==> config.mk <==
export PLATFORM = sky130hd
export DESIGN_NAME = led_pwm_bank
export DESIGN_NICKNAME = d
export VERILOG_FILES = /design/src/rtl/led_pwm_pkg.sv /design/src/rtl/led_pwm_timebase.sv /design/src/rtl/led_pwm_bank.sv
export SDC_FILE = /design/constraint.sdc
export NUM_CORES = 1
export LEC_CHECK = 0
export CAP_MARGIN = 20
export CORE_MARGIN = 2
export CORE_UTILIZATION = 35
export CTS_CLUSTER_SIZE = 30
export DETAILED_ROUTE_END_ITERATION = 8
export PLACE_DENSITY_LB_ADDON = 0.12
export SYNTH_ARGS = -nofsm -noshare
export SYNTH_HDL_FRONTEND = slang
export SYNTH_SLANG_ARGS = --single-unit
==> constraint.sdc <==
create_clock -name clk -period 5.9 [get_ports clk]
set_clock_uncertainty 0.05 [all_clocks]
set_input_delay 0.59 -clock clk [delete_from_list [all_inputs] [get_ports clk]]
set_output_delay 0.59 -clock clk [all_outputs]
set_load 0.03 [all_outputs]
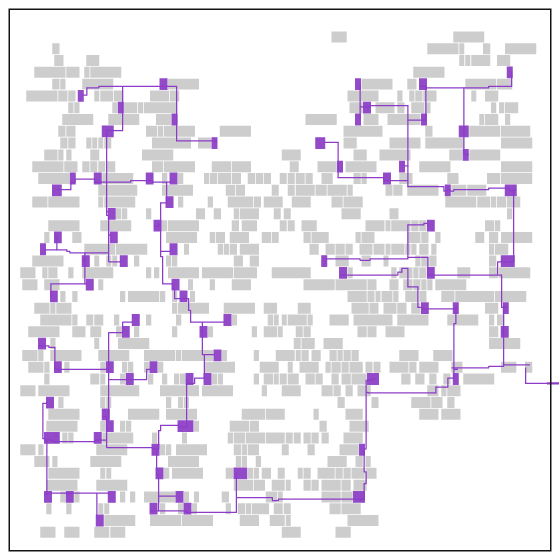
*I/O nets highlighted*
legend:
  `rst`:
    colour: purple
    direction: input
    end_cells: 83
    buffers: 2
    wire: 872 µm
I/O pin count: 20
I/O Buffers: 19

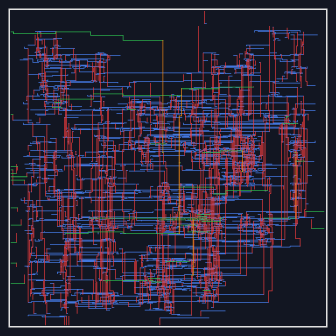
*Routed metal, one colour a layer*
legend:
  M1:
    colour: blue
    wire_length: 6420 µm
  M3:
    colour: green
    wire_length: 466 µm
  M4:
    colour: orange
    wire_length: 158 µm
  M2:
    colour: red
    wire_length: 5850 µm
gr usage total: 17.12%
total number of vias: 4434
WL per Instance: 15.38 µm

==> results_dict.tcl <==
# place-and-route summary
set metrics [dict create \
    grt_pass1_vias 4242 \
    final_core_util_pct 39.38 \
    n_all_buffers 21 \
    cts_buffer_depth 2 \
    sh_comb_area_pct 54.98 \
    seq_cell_count 87 \
    r2r_slack_ps 2440 \
    drv_cap 0 \
    drt-met1-wl_um 6420 \
    ys_warn_count 0 \
    insertedDiodeCount 0 \
    dpl.cell_count 822 \
    firstDrtPassIters 4 \
    top_usage_layer "met2" \
    largest_cell_class "combinational gates" \
    crit_chain "ha_1 -> a2111oi_2 -> o21bai_1 -> a21oi_2 -> nor3_1 -> a21oi_1 -> ha_1 -> a2111oi_0 -> a211oi_1 -> o21ai_0 -> o2bb2ai_1" \
    crit_slowest_cell "dfxtp_1" \
    post_cts_resized 0 \
    synth_chip_area_mm2 0.005085 \
    fmax_mhz 288.9 \
    holdWs_ps 399.6 \
    cts_hold_repair.buffers 0 \
    setup_tns_ps 0 \
    setup_ws_ps 2439 \
    yosysCellCount 646 \
    fa_ha_area_share_pct 12.30 \
    flop_area_mm2 0.001742 \
    status "finished clean" \
    taps 184 \
    worstMarginPinSlew_ps 1048 \
    min_path_cells 1 \
    area_leaders "dfxtp_1 34%, ha_1 12%, nand2_1 9.0%, a21oi_1 8.6%, nor2_1 3.6%" \
    cts_tree "done" \
    worstPathMaxFanout 15 \
    use_met2_pct 27.35 \
    num_rows 44 \
    nClkBuffers 11 \
    relSlewSlack_pct 29.95 \
    period_needed_ps 3461 \
    hold_viol 0 \
    drt_iter0_drc 190 \
    r2r_cells 11 \
    fp-utilization_pct 35.39 \
    grt_pass1_wl_um 21490 \
    clock_latency_ps 350 \
    htreeDepth 3 \
    rsz0062_at_grt "false" \
    globalplace.congestion 0.8380 \
    stdcell_count 838 \
    critPathCaptureType "register" \
    core_mm2 0.01437 \
    async_reset_ff_share_pct 0 \
    final-comb-area_mm2 0.003110 \
    mux_area_share_pct 1.845 \
    ys.flop_type "dfxtp_1" \
    drive_gt1_share_pct 4.740 \
    dp_slack_ps 2509 \
    num-nets-final 714 \
    final-clk-cell-share_pct 4.843 \
    peakVddDrop_mv 0.1641 \
    drt-vias-per-instance 5.291 \
    ys_ff 87 \
    p_per_area_mw_per_mm2 208.2 \
    largest_reg_flops 24 \
    synth.avg_cell_area_um2 7.871 \
    edf_count 0 \
    cp.arrival_ps 3690 \
    finalCritPeriodShare_pct 58.67 \
    p_leak_uw 0.001911 \
    critical-path-max-stage-delay_ps 730 \
    grtUsageMet3_pct 4.124 \
    fp_nets 711 \
    final-nonclk-buf-share_pct 3.538 \
    syn_inst 646 \
    log.warning_count 29 \
    lay_top_cells "122 x nand2_1, 87 x a21oi_1, 87 x dfxtp_1, 50 x ha_1, 49 x nor2_1" \
    nMultiInputCombCells 503 \
    grt_max_degree 62 \
    path_clk_slew_ps 70 \
]
==> cell usage after synthesis, drive strengths merged (3+ instances only) <==
library cell	n
nand2	122
a21o	4
and2	3
o211ai	3
or3	10
nand4b	3
mux2i	6
nor2b	7
and3	8
nand2b	5
buf	8
a2111oi	3
nand4	18
dfxtp	87
nor2	49
nand3	10
nor3	26
a21oi	89
clkbuf	21
mux2	3
o2111ai	3
a211oi	5
ha	50
xnor2	9
o21ai	21
xor2	17
nor4	4
inv	27
==> critical path: cells and delay by family (launching register included) <==
family	cells	cell delay [ps]
DFF	1	730
AOI/OAI and AO/OA	8	1860
and+or+nand+nor	1	120
adders and majority gates	2	630
==> where the power goes <==
part           switching, µW  internal, µW  total [µW]  leakage (µW)
registers               7.79           594         602      0.000703
logic                   20.8          15.4        36.2       0.00108
clock network            249           291         540      0.000132
Power figures rest on the tool's default switching activity, not on a simulated workload.
